File: src/rtl/biquad_pkg.sv
// biquad_pkg: shared FSM states, history read-address encodings and width defaults for the biquad datapath
package biquad_pkg;
    typedef enum logic [1:0] {IDLE, LOADED, BUSY} state_t;
    localparam logic [1:0] SEL_X0 = 2'b00;
    localparam logic [1:0] SEL_XH = 2'b01;
    localparam logic [1:0] SEL_YH = 2'b10;
    localparam logic [1:0] DIR_N1 = 2'b00;
    localparam logic [1:0] DIR_N2 = 2'b01;
    localparam int DEFAULT_DATA_WIDTH = 16;
endpackage

File: src/rtl/history_shift_reg.sv
// history_shift_reg: 2-deep shift register with sync clear; ports clk, reset, clear, shift, din -> q1 (n-1), q2 (n-2)
module history_shift_reg #(
    parameter int WIDTH = 16
) (
    input  logic             clk,
    input  logic             reset,
    input  logic             clear,
    input  logic             shift,
    input  logic [WIDTH-1:0] din,
    output logic [WIDTH-1:0] q1,
    output logic [WIDTH-1:0] q2
);
    always_ff @(posedge clk) begin
        if (reset || clear) begin
            q1 <= '0;
            q2 <= '0;
        end else if (shift) begin
            q2 <= q1;
            q1 <= din;
        end
    end
endmodule

File: src/rtl/biquad_history_writer.sv
// biquad_history_writer: holds x[n], shifts x/y history on commit, serves registered history reads
// ports: in_valid/in_data/in_ready sample handshake; frame_start, y_valid/y_data from sequencer and output reg;
//        rd_sel/rd_dir -> rd_data (1-cycle latency); flush clears history; sample_count; sticky seq_error
module biquad_history_writer
    import biquad_pkg::*;
#(
    parameter int DATA_WIDTH = DEFAULT_DATA_WIDTH,
    parameter int CNT_WIDTH  = 16
) (
    input  logic                  clk,
    input  logic                  reset,
    input  logic                  flush,
    input  logic                  in_valid,
    input  logic [DATA_WIDTH-1:0] in_data,
    output logic                  in_ready,
    input  logic                  frame_start,
    input  logic [1:0]            rd_sel,
    input  logic [1:0]            rd_dir,
    output logic [DATA_WIDTH-1:0] rd_data,
    input  logic                  y_valid,
    input  logic [DATA_WIDTH-1:0] y_data,
    output logic [CNT_WIDTH-1:0]  sample_count,
    output logic                  seq_error
);
    state_t state, state_nx;
    logic [DATA_WIDTH-1:0] x0, x1, x2, y1, y2, rd_nx;
    logic accept, start, commit, bad;
    assign in_ready = (state == IDLE);
    // flush swallows every same-cycle event, including protocol checks
    always_comb begin
        accept   = !flush && in_valid && state == IDLE;
        start    = !flush && frame_start && !y_valid && state == LOADED;
        commit   = !flush && y_valid && !frame_start && state == BUSY;
        bad      = !flush && ((frame_start && (state != LOADED || y_valid)) ||
                              (y_valid && (state != BUSY || frame_start)));
        state_nx = flush ? IDLE : accept ? LOADED : start ? BUSY : commit ? IDLE : state;
        rd_nx    = rd_sel == SEL_X0 ? x0 :
                   rd_sel == SEL_XH && rd_dir == DIR_N1 ? x1 :
                   rd_sel == SEL_XH && rd_dir == DIR_N2 ? x2 :
                   rd_sel == SEL_YH && rd_dir == DIR_N1 ? y1 :
                   rd_sel == SEL_YH && rd_dir == DIR_N2 ? y2 : '0;
    end
    always_ff @(posedge clk) begin
        if (reset) state <= IDLE;
        else       state <= state_nx;
    end
    always_ff @(posedge clk) begin
        if (reset || flush) begin
            x0      <= '0;
            rd_data <= '0;
        end else begin
            rd_data <= rd_nx;
            if (accept) x0 <= in_data;
        end
    end
    always_ff @(posedge clk) begin
        if (reset) begin
            sample_count <= '0;
            seq_error    <= 1'b0;
        end else begin
            if (commit) sample_count <= sample_count + 1'b1;
            if (bad)    seq_error    <= 1'b1;
        end
    end
    history_shift_reg #(.WIDTH(DATA_WIDTH)) u_x_hist (
        .clk(clk), .reset(reset), .clear(flush), .shift(commit), .din(x0), .q1(x1), .q2(x2)
    );
    history_shift_reg #(.WIDTH(DATA_WIDTH)) u_y_hist (
        .clk(clk), .reset(reset), .clear(flush), .shift(commit), .din(y_data), .q1(y1), .q2(y2)
    );
endmodule

File: config.mk
export PLATFORM = sky130hd
export DESIGN_NAME = biquad_history_writer
export DESIGN_NICKNAME = d
export VERILOG_FILES = /design/src/rtl/biquad_pkg.sv /design/src/rtl/history_shift_reg.sv /design/src/rtl/biquad_history_writer.sv
export SDC_FILE = /design/constraint.sdc
export NUM_CORES = 1
export LEC_CHECK = 0
export ABC_AREA = 1
export CORE_ASPECT_RATIO = 1.2
export CORE_MARGIN = 3
export CORE_UTILIZATION = 54
export CTS_BUF_LIST = sky130_fd_sc_hd__clkbuf_2 sky130_fd_sc_hd__clkbuf_4 sky130_fd_sc_hd__clkbuf_8
export DETAILED_ROUTE_END_ITERATION = 6
export PLACE_DENSITY = 0.79
export SETUP_SLACK_MARGIN = 0.5
export SYNTH_ARGS = -nofsm -noshare
export SYNTH_HDL_FRONTEND = slang
export SYNTH_HIERARCHICAL = 1
export SYNTH_SLANG_ARGS = --single-unit
File: constraint.sdc
create_clock -name clk -period 1.84 [get_ports clk]
set_clock_uncertainty 0.05 [all_clocks]
set_input_delay 0.184 -clock clk [delete_from_list [all_inputs] [get_ports clk]]
set_output_delay 0.184 -clock clk [all_outputs]
set_load 0.005 [all_outputs]
==> impl_metrics.json <==
{
  "outcome": "completed",
  "cp_num_buf_inv": 4,
  "io_buffers": 75,
  "startpoint_type": "register",
  "yosys.cell_count.top_type": "nand2_1",
  "grt_pass1_wl_mm": 23.74,
  "ys_types": 26,
  "drt_iter0_drc": 713,
  "clockBufferDepth": 2,
  "wl_per_cell_um": 16.42,
  "cts-root-buf": "clkbuf_8",
  "tightest_slew_ns": 0.4159,
  "reg2reg_setup_slack_ns": 0.38,
  "first_pass_iters": 6,
  "wirelength_mm": 16.88,
  "synth_nets": 831,
  "min_from": "y_valid",
  "yosys_area_um2": 5525,
  "drive_above_1_share_pct": 28.07,
  "whs_path_depth": 4,
  "yosys_cells": 788,
  "r2r-end": "u_x_hist/q1[0]",
  "whs_ns": 0.1309,
  "dp_hpwl_mm": 8.678,
  "edf_count": 0,
  "maxSlewHeadroom_pct": 72.27,
  "drtAntennaViolNets": 0,
  "crit_required_ns": 2.16,
  "common_cells": "nand2_1 (186), nor2_1 (117), dfxtp_1 (115), inv_1 (85), nand3_1 (70)",
  "h-tree-depth": 4,
  "crit_type": "register to register",
  "die-area_um2": 11490,
  "crit_top_cell": "nor2_4",
  "critical_path.max_stage_delay_ns": 0.34,
  "yosysTopAreaCell": "dfxtp_1",
  "seq_power_share_pct": 49.8,
  "vias": 5693,
  "vdd_drop_max_mv": 0.5141,
  "rsz0062_at_grt": "yes",
  "warnings": 28,
  "die_h_um": 116.8,
  "p_total_w": 0.005075,
  "drv_slew": 0,
  "p_sw_share_pct": 24.43,
  "core_um2": 9759,
  "maxCapViolCount": 0,
  "pwr-share-clk_pct": 42.1,
  "syn-cell-area_um2": 5525,
  "overflow": 0,
  "fp-utilization_pct": 56.62,
  "power.leakage_nw": 2.812,
  "combPwrFrac_pct": 8.1,
  "min_period_ns": 1.457,
  "reg2reg_depth": 8,
  "ys_seq_share_pct": 41.67,
  "gp_congestion": 0.8241,
  "yosys_warnings": 6,
  "grt_pass1_vias": 5112,
  "worst_hold_path_type": "primary input to register",
  "hold_viol_final": 0,
  "clock_latency_ns": 0.44,
  "antenna_found_initial": 0,
  "via_per_inst": 5.538,
  "path_max_fanout": 9,
  "syn_avg_cell_area_um2": 7.012,
  "synthFlopType": "dfxtp_1",
  "path_delay_family": "buffers and inverters",
  "area_leaders": "dfxtp_1 (42%), nand2_1 (13%), nor2_1 (7.9%)",
  "netlist_instances": 788,
  "r2r_start": "state[0]",
  "utilization_pct": 77.83,
  "area_growth_pct": 37.48,
  "ctsHoldBuffers": 0,
  "clkSinkCount": 115,
  "grt_max_degree": 35,
  "diodes": 0,
  "numCtsBuffers": 17,
  "die_w_um": 98.34,
  "clkTransAtPathRegs_ns": 0.07,
  "ys.flops": 115,
  "finalCritPeriodShare_pct": 79.17,
  "setup_violations": 0,
  "nNetsFinal": 937,
  "top_area_share_pct": 41.67,
  "setup_tns_ns": 0,
  "min_to": "state[1]",
  "cts_tree": "yes",
  "power_switching_w": 0.001240,
  "cp.arrival_ns": 1.78,
  "intPower_w": 0.003835,
  "track_usage_pct": 25.40,
  "powerDensity_nw_per_um2": 668.1,
  "comb_area_um2": 2913,
  "end_kind": "register",
  "fmax_mhz": 686.5
}
==> registers in the layout, indices dropped and copies added, names as in the netlist <==
signal / count
sample_count: 16
u_x_hist/q1: 16
x0: 16
u_y_hist/q2: 16
u_x_hist/q2: 16
rd_data: 16
state: 2
seq_error: 1
u_y_hist/q1: 16
==> power by group through the flow <==
stage	logic [W]	clock network, W	registers [W]
global route	0.000443	0.00229	0.00253
floorplan	0.000220	0	0.00258
finish	0.000412	0.00214	0.00253
detailed placement	0.000387	0	0.00259
CTS	0.000388	0.00214	0.00252
global placement	0.000380	0	0.00258
==> final cells by class <==
cell class,count,area share [%]
well taps,123,2.026
clock inverters,5,0.3294
repair buffers,129,19.78
inverters,88,4.349
multi-input cells,543,38.35
flip-flops and latches,115,30.80
clock buffers,25,4.365
==> worst min-delay path, delay by kind of cell <==
family	cells	cell delay [ns]
simple gates	2	0.18
buf+inv	1	0.13
compound gates	1	0.08
==> cells in the final DEF (no fill, tap or decap), drive strengths merged, types with 17 or more instances in the layout <==
master	count
clkdlybuf4s50	40
inv	87
buf	45
dlygate4sd2	34
dfxtp	115
nand2	193
a21oi	30
nor2	189
nand3	71
clkbuf	34
nor3	17
==> kinds of logic after synthesis <==
family / Yosys count / share of synthesized area (%)
compound gates: 51 / 4.959
xor+xnor: 1 / 0.1585
fa+ha+maj: 1 / 0.2264
buf+inv: 130 / 12.36
flops: 115 / 41.67
simple gates: 490 / 40.62
==> what timing repair did <==
action | in CTS | in global routing
cloned | 3 | 12
setup buffers | 13 | 8
pin swaps | 13 | 50
setup endpoints to repair | 93 | 93
resized | 70 | 102
==> per-layer routing <==
layer  wire [um]  share of wire, %  GRT usage [%]  up-vias
met5           0                 0              0        -
met4         825               4.9          14.12        0
met3        1531               9.1          5.335       79
met2        8111                48          41.72      361
met1        6410                38          31.36     2591
li1            -                 -              -     2662
==> per-stage QoR <==
step	std cells	setup WS [ns]	area, um2
final	1028	0.3832	7596
after global routing	1028	0.3387	7596
after CTS	1008	0.4436	6930
after detailed placement	962	0.03900	6350
after global placement	962	0.08702	6350
after floorplan	788	0.5005	5545
==> worst max-delay path by stage <==
| stage | startpoint | endpoint | slack (ns) | depth (start not counted) |
|---|---|---|---|---|
| finish | state[0] | u_x_hist/q1[0] | 0.38 | 8 |
| global route | state[0] | sample_count[12] | 0.34 | 10 |
| CTS | state[1] | in_ready | 0.44 | 2 |
| detailed placement | y_valid | u_y_hist/q1[11] | 0.04 | 9 |
| global placement | y_valid | u_y_hist/q1[14] | 0.09 | 9 |
| floorplan | sample_count[0] | sample_count[10] | 0.50 | 10 |
Cell outlines without signal wires:
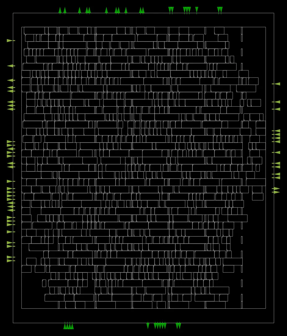
Fill cells: 647
Site Rows: 39
flop count: 115

Zoomed window:
Scale bar: 20 um. Region (0, 4) to (50, 54) um. Cells in gray, sequential cells in the stronger gray; small squares are vias.
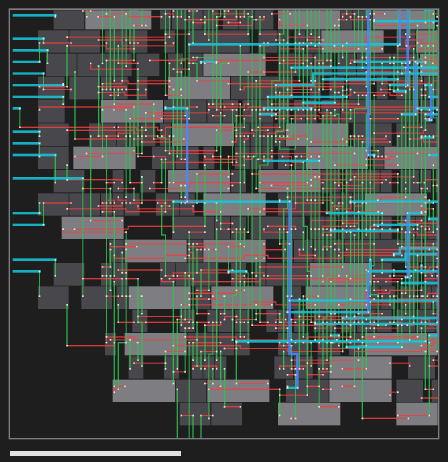
[blue] metal 4
[green] metal 2
[cyan] metal 3
[red] metal 1
most frequent: dfxtp_1 (30), nor2_1 (25), nand2_1 (25)
netlist names of flops here include: x0 (13), rd_data (6), u_x_hist/q1 (5)
cells with their middle in the window: 211
sequential cells in the window: 31

Power is estimated from default activity; no workload was simulated.
